Run 1, routing congestion map:
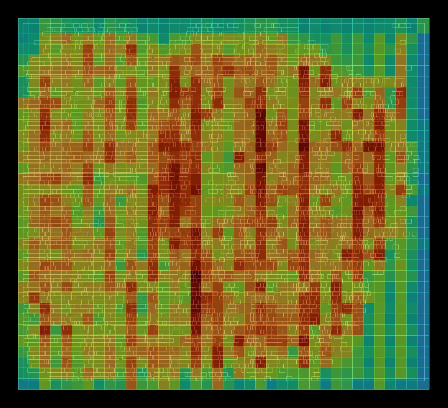
Run 1, wires at chosen ports, followed through buffers:
Drawn at 1.5 px/micron.
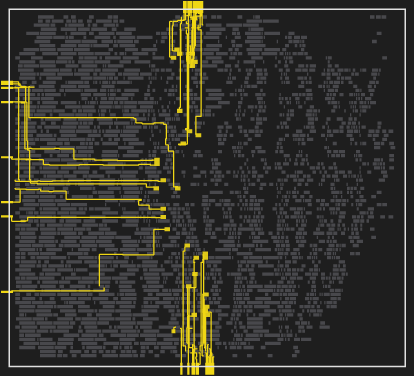
Run 1, I/O pins on the die edge:
Drawn at 1 px/micron. Pins as bars across the die edge, other pins in grey.
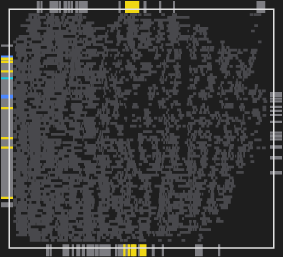
Run 1, register map, names as in the netlist:
Drawn at 1 px/micron. Other sequential cells in the stronger grey, the rest of the logic in the fainter grey.
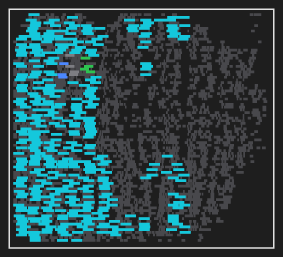
==> config.mk <==
export PLATFORM = sky130hd
export DESIGN_NAME = store_buffer
export DESIGN_NICKNAME = d
export VERILOG_FILES = /design/src/rtl/mips_mem_pkg.sv /design/src/rtl/sb_range_overlap.sv /design/src/rtl/store_buffer.sv
export SDC_FILE = /design/constraint.sdc
export NUM_CORES = 1
export LEC_CHECK = 0
export CAP_MARGIN = 20
export CORE_ASPECT_RATIO = 0.9
export CORE_MARGIN = 3
export CORE_UTILIZATION = 45
export DETAILED_ROUTE_END_ITERATION = 10
export GPL_TIMING_DRIVEN = 0
export HOLD_SLACK_MARGIN = 0.1
export PLACE_DENSITY = 0.74
export SLEW_MARGIN = 20
export SYNTH_ARGS = -nofsm -noshare
export SYNTH_HDL_FRONTEND = slang
export SYNTH_SLANG_ARGS = --single-unit
==> constraint.sdc <==
create_clock -name clk -period 13.8 [get_ports clk]
set_input_delay 2.76 -clock clk [delete_from_list [all_inputs] [get_ports clk]]
set_output_delay 2.76 -clock clk [all_outputs]
set_load 0.01 [all_outputs]
==> impl_metrics.py, run 1 <==
# Metrics from the implementation run
metrics = {
    "floorplanning": {
        "core_region_area_sq_um": 58650,
        "fp_util": 0.4559,
        "row_count": 84,
        "die-area_sq_um": 62380,
        "taps": 774,
    },
    "logic_synthesis": {
        "netlist_area_sq_um": 26730,
        "yosysUniqueCellTypes": 75,
        "synthesis.nets": 2624,
        "synthCells": 2202,
        "top_cells_by_count": "edfxtp_1, ha_1, nand2_1, xnor2_1, xor2_1",
        "top_area_frac": 0.4403,
        "synth-adder-area-share": 0.1367,
        "simple_gate_share": 0.1416,
        "avgSynthCellArea_sq_um": 12.14,
        "synth-xor-area-share": 0.08616,
        "synthArstFlopShare": 0.02730,
        "ys_sh_aoi": 0.07671,
        "flop_cell": "edfxtp_1",
        "postSynthSeqShare": 0.4506,
        "largest_area_cell": "edfxtp_1",
        "synth_chip_area_sq_um": 26730,
        "ys_warn_count": 0,
        "enable_flop_cells": 392,
        "top_logic_kind": "simple AND/OR/NAND/NOR gates",
        "synthMuxAreaShare": 0.08298,
        "topCellsByArea": "edfxtp_1, ha_1, mux4_2",
        "synth_flops": 403,
        "yosysMostFrequentCell": "edfxtp_1",
        "ys_cells": 2202,
    },
    "job": {
        "cap_violations": 0,
        "warning_count": 32,
    },
    "cells_and_area": {
        "stdcell_count": 3290,
        "ff_count": 403,
        "inv_count": 48,
        "layout_top_cell": "edfxtp_1",
        "drive_above_1_share": 0.08234,
        "lay_top_cells": "edfxtp_1, ha_1, clkdlybuf4s50_1",
        "clk_share": 0.03599,
        "comb_area_share": 0.4465,
        "nNetsFinal": 2910,
        "largest_reg_flops": 392,
        "area_growth_pct": 17.43,
        "num-nonclk-buffers": 355,
        "logic_area_sq_um": 14020,
        "postLayoutCellArea_sq_um": 31400,
        "nFillCells": 4883,
        "dominant_cells": "multi-input combinational cells",
        "num_antenna_cells": 2,
        "clkbuf_count": 46,
        "logic_gates": 1642,
        "area_share_nonclk_buffers": 0.09641,
    },
    "pwr": {
        "p_int_uw": 2714,
        "ir_drop_mv": 0.1396,
        "power_density_nw_per_um2": 128.8,
        "maxPowerGroup": "sequential cells",
        "pwr-share-comb": 0.371,
        "switching_share": 0.3287,
        "p_switching_uw": 1329,
        "p_clk_frac": 0.240,
        "clk-power_uw": 971,
        "p_total_uw": 4043,
        "seqPwrFrac": 0.389,
        "comb_power_uw": 1500,
        "p_leak_uw": 0.01142,
    },
    "place": {
        "placed_cells": 3221,
        "dp_hpwl_microns": 68890,
        "postPlaceCellArea_sq_um": 30250,
        "gp_congestion": 1.006,
        "place_ws_ns": 1.448,
    },
    "worst_hold_path": {
        "min_path_cells": 2,
        "hp-class": "flop to flop",
    },
    "critical_path": {
        "arrival_ns": 9.72,
        "path_class": "primary input to output pin",
        "path_depth": 22,
        "reg2reg_slack_ns": 6.74,
        "cp_cell_sequence": "clkdlybuf4s50_1 > ha_1 > fa_1 > nand4_1 > nor3_1 > and3_1 > and2_1 > nand2_1 > xor2_1 > ha_1 > a21oi_1 > o21ai_0 > a21o_1 > a221o_1 > a211oi_1 > o311ai_1 > o31ai_2 > o211ai_2 > buf_4 > buf_6 > nor2b_1 > clkdlybuf4s50_1",
        "cp_slowest_cell": "o31ai_2",
        "worst_setup_path_end_kind": "output pin",
        "path_buffers": 4,
        "slowest_delay_ns": 0.83,
        "cp_max_fo": 10,
        "critical_path.top_delay_family": "AND-OR/OR-AND gates",
        "start_kind": "primary input",
        "r2r_cells": 23,
        "cp.required_ns": 11.04,
    },
    "cts": {
        "clockBufferDepth": 3,
        "cts_setup_buffers": 0,
        "holdBufCountCts": 0,
        "cts-root-buf": "clkbuf_16",
        "cts_sinks": 403,
        "htreeDepth": 2,
        "cts_tree": "done",
        "clk_latency_ns": 0.54,
        "clk_transition_reported_paths_ns": 0.06,
        "cts_resized": 0,
        "numCtsBuffers": 38,
    },
    "sta": {
        "grt_setup_unrepaired": "no",
        "layout_setup_ws_ns": 1.321,
        "skew_ns": 0.01153,
        "final-hold-violation-count": 0,
        "finalCritPeriodShare": 0.9042,
        "max_freq_ghz": 0.08014,
        "setup_violations": 0,
        "slew_viol_final": 0,
        "max-slew-margin-rel": 0.3090,
        "min_period_ns": 12.48,
        "tightest_slew_ns": 1.029,
        "holdWs_ns": 0.6574,
        "fin_setup_tns_ns": 0,
    },
    "grt": {
        "grt_max_degree": 67,
        "grtUsageMet2": 0.4394,
        "grt_pass1_wl_microns": 127800,
        "antenna_found_initial": 12,
        "grt_pass1_vias": 20180,
        "grt_overflow": 0,
    },
    "routing": {
        "drt_pass1_iterations": 5,
        "routed-wl-met3_microns": 7830,
        "drc": 0,
        "vias": 20020,
        "drt-met1-wl_microns": 36310,
        "viasPerCell": 6.086,
        "drtIter0Drc": 1669,
        "drt-total-wl_microns": 86990,
        "dr.max_layer_used": "met5",
        "drt.antenna.violating_nets": 0,
        "dr_wl_met2_microns": 39500,
    },
    "run_status": {
        "outcome": "completed",
    },
}
Notes on 'routing congestion map' above:
met1 GRT Util: 0.3712
Total GRT Usage: 0.2733
met3 GRT Util: 0.05672
busiest grt layer: met2
post-DR wirelength/cell: 26.44 microns

Notes on 'wires at chosen ports, followed through buffers' above:
| colour | port | direction | edge | end cells | buffers | wire |
|---|---|---|---|---|---|---|
| yellow | `mem_addr` | output | 12 bottom, 12 top, 8 left | 32 | 32 | 2460 microns |
Port Buffers: 240
io pins: 241

Notes on 'I/O pins on the die edge' above:
| colour | port | pins | direction | edge |
|---|---|---|---|---|
| yellow | `mem_addr` | 32 | output | 12 bottom, 12 top, 8 left |
| blue | `count` | 3 | output | left |
| cyan | `st_valid` | 1 | input | left |
Die Height: 237.2 microns
Die X: 262.9 microns

Notes on 'register map, names as in the netlist' above:
| colour | netlist name | flops |
|---|---|---|
| blue | `count` | 3 |
| green | `valid_q` | 4 |
| cyan | `entry_q` | 392 |
Seq/total area: 0.3837
register cell area after layout: 12050 sq um
Power Sequential: 1570 uW
Final Core Density: 0.5353

## Run 2: what changed since run 1
--- a/config.mk
+++ b/config.mk
@@ -6,7 +6,6 @@
 export NUM_CORES = 1
 export LEC_CHECK = 0
 export CAP_MARGIN = 20
-export CORE_ASPECT_RATIO = 0.9
 export CORE_MARGIN = 3
 export CORE_UTILIZATION = 45
 export DETAILED_ROUTE_END_ITERATION = 10
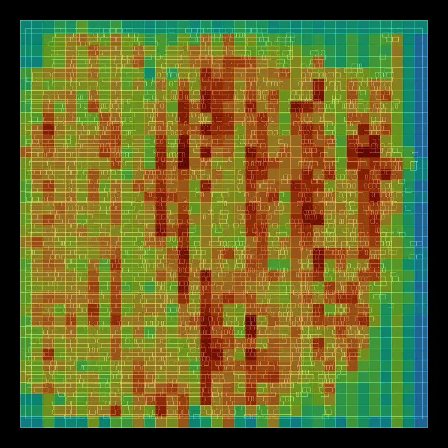
Run 2: routing congestion map
met1 GRT Util: 0.3589
met2 GRT Util: 0.4455
Final Core Density: 0.5385
post-DR wirelength/cell: 26.38 microns
Total GRT Usage: 0.2717

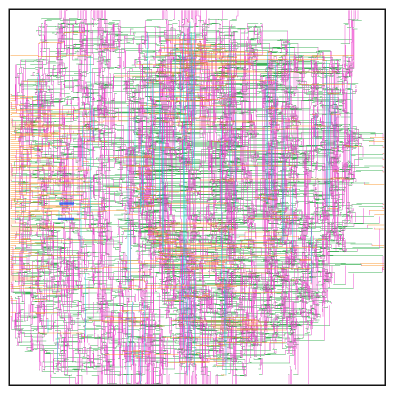
Run 2: signal wires by layer
Drawn at 1.5 px/micron.
| colour | layer | wire length |
|---|---|---|
| cyan | M4 | 3460 microns |
| orange | M3 | 7100 microns |
| blue | M5 | 17.5 microns |
| magenta | M2 | 40.7 mm |
| green | M1 | 35.3 mm |
Post-Route WL: 86520 microns
via count: 19880

==> impl_metrics.py, run 2 <==
# Metrics from the implementation run
metrics = {
    "routing": {
        "viasPerCell": 6.060,
        "dr.max_layer_used": "met5",
        "drtIter0Drc": 1861,
        "routed-wl-met3_microns": 7100,
        "drt-met1-wl_microns": 35250,
        "drc": 0,
        "drt_pass1_iterations": 7,
        "dr_wl_met2_microns": 40690,
        "drt.antenna.violating_nets": 0,
    },
    "logic_synthesis": {
        "postSynthSeqShare": 0.4506,
        "yosysMostFrequentCell": "edfxtp_1",
        "top_area_frac": 0.4403,
        "ys_sh_aoi": 0.07671,
        "top_cells_by_count": "edfxtp_1, ha_1, nand2_1, xnor2_1, xor2_1",
        "avgSynthCellArea_sq_um": 12.14,
        "largest_area_cell": "edfxtp_1",
        "synthMuxAreaShare": 0.08298,
        "synthCells": 2202,
        "synthesis.nets": 2624,
        "flop_cell": "edfxtp_1",
        "ys_warn_count": 0,
        "topCellsByArea": "edfxtp_1, ha_1, mux4_2",
        "synth-adder-area-share": 0.1367,
        "enable_flop_cells": 392,
        "netlist_area_sq_um": 26730,
        "ys_cells": 2202,
        "synth_chip_area_sq_um": 26730,
        "simple_gate_share": 0.1416,
        "yosysUniqueCellTypes": 75,
        "top_logic_kind": "simple AND/OR/NAND/NOR gates",
        "synth-xor-area-share": 0.08616,
        "synthArstFlopShare": 0.02730,
        "synth_flops": 403,
    },
    "place": {
        "io_buffers": 240,
        "place_ws_ns": 1.079,
        "placed_cells": 3211,
        "postPlaceCellArea_sq_um": 30230,
        "dp_hpwl_microns": 68970,
        "gp_congestion": 0.9897,
    },
    "floorplanning": {
        "row_count": 88,
        "io_pins": 241,
        "taps": 765,
        "die-area_sq_um": 62370,
        "fp_util": 0.4590,
        "die_x_microns": 249.7,
        "fp.dieH_microns": 249.7,
        "core_region_area_sq_um": 58250,
    },
    "critical_path": {
        "cp_max_fo": 10,
        "path_class": "primary input to output pin",
        "reg2reg_slack_ns": 6.57,
        "cp.required_ns": 11.04,
        "start_kind": "primary input",
        "path_buffers": 4,
        "critical_path.top_delay_family": "AND-OR/OR-AND gates",
        "worst_setup_path_end_kind": "output pin",
        "cp_cell_sequence": "clkdlybuf4s50_1 > ha_1 > a21o_1 > nand4_4 > or3_1 > nor2_1 > nand3_1 > xor2_1 > ha_1 > nand2_1 > o21ai_0 > a21o_1 > a221o_1 > a211oi_1 > o311ai_1 > o31ai_2 > o211ai_2 > buf_4 > buf_6 > nor2b_1 > clkdlybuf4s50_1",
        "slowest_delay_ns": 0.82,
        "arrival_ns": 9.91,
        "r2r_cells": 22,
        "path_depth": 21,
        "cp_slowest_cell": "o31ai_2",
    },
    "cts": {
        "clockBufferDepth": 3,
        "cts_resized": 0,
        "cts_tree": "done",
        "clk_transition_reported_paths_ns": 0.06,
        "holdBufCountCts": 0,
        "cts_setup_buffers": 0,
        "cts-root-buf": "clkbuf_16",
        "cts_sinks": 403,
        "htreeDepth": 2,
        "clk_latency_ns": 0.54,
        "numCtsBuffers": 38,
    },
    "cells_and_area": {
        "nFillCells": 4895,
        "clkbuf_count": 47,
        "ff_count": 403,
        "largest_reg_flops": 392,
        "seq_area_sq_um": 12050,
        "inv_count": 48,
        "nNetsFinal": 2908,
        "comb_area_share": 0.4468,
        "seq_share": 0.3841,
        "dominant_cells": "multi-input combinational cells",
        "stdcell_count": 3280,
        "logic_gates": 1642,
        "num_antenna_cells": 4,
        "area_growth_pct": 17.32,
        "drive_above_1_share": 0.08124,
        "layout_top_cell": "edfxtp_1",
        "logic_area_sq_um": 14010,
        "area_share_nonclk_buffers": 0.09602,
        "lay_top_cells": "edfxtp_1, ha_1, clkdlybuf4s50_1",
        "num-nonclk-buffers": 353,
        "clk_share": 0.03590,
        "postLayoutCellArea_sq_um": 31360,
    },
    "run_status": {
        "outcome": "completed",
    },
    "grt": {
        "grt_pass1_wl_microns": 127200,
        "grt_max_degree": 67,
        "busiest_layer": "met2",
        "grt_overflow": 0,
        "antenna_found_initial": 6,
        "grt_pass1_vias": 20330,
        "grt.met3_usage": 0.04971,
    },
    "worst_hold_path": {
        "hp-class": "flop to flop",
        "min_path_cells": 2,
    },
    "pwr": {
        "pwr-share-comb": 0.371,
        "seqPwrFrac": 0.389,
        "p_clk_frac": 0.239,
        "p_int_uw": 2715,
        "p_switching_uw": 1318,
        "switching_share": 0.3269,
        "pg_seq_uw": 1570,
        "maxPowerGroup": "sequential cells",
        "p_leak_uw": 0.01140,
        "ir_drop_mv": 0.1233,
        "clk-power_uw": 966,
        "p_total_uw": 4033,
        "power_density_nw_per_um2": 128.6,
        "comb_power_uw": 1500,
    },
    "sta": {
        "finalCritPeriodShare": 0.9184,
        "tightest_slew_ns": 1.180,
        "layout_setup_ws_ns": 1.126,
        "final-hold-violation-count": 0,
        "max-slew-margin-rel": 0.2062,
        "min_period_ns": 12.67,
        "skew_ns": 0.01807,
        "max_freq_ghz": 0.07890,
        "holdWs_ns": 0.5935,
        "grt_setup_unrepaired": "no",
        "slew_viol_final": 0,
        "fin_setup_tns_ns": 0,
        "setup_violations": 0,
    },
    "job": {
        "cap_violations": 0,
        "warning_count": 32,
    },
}
Power figures rest on the tool's default switching activity, not on a simulated workload.
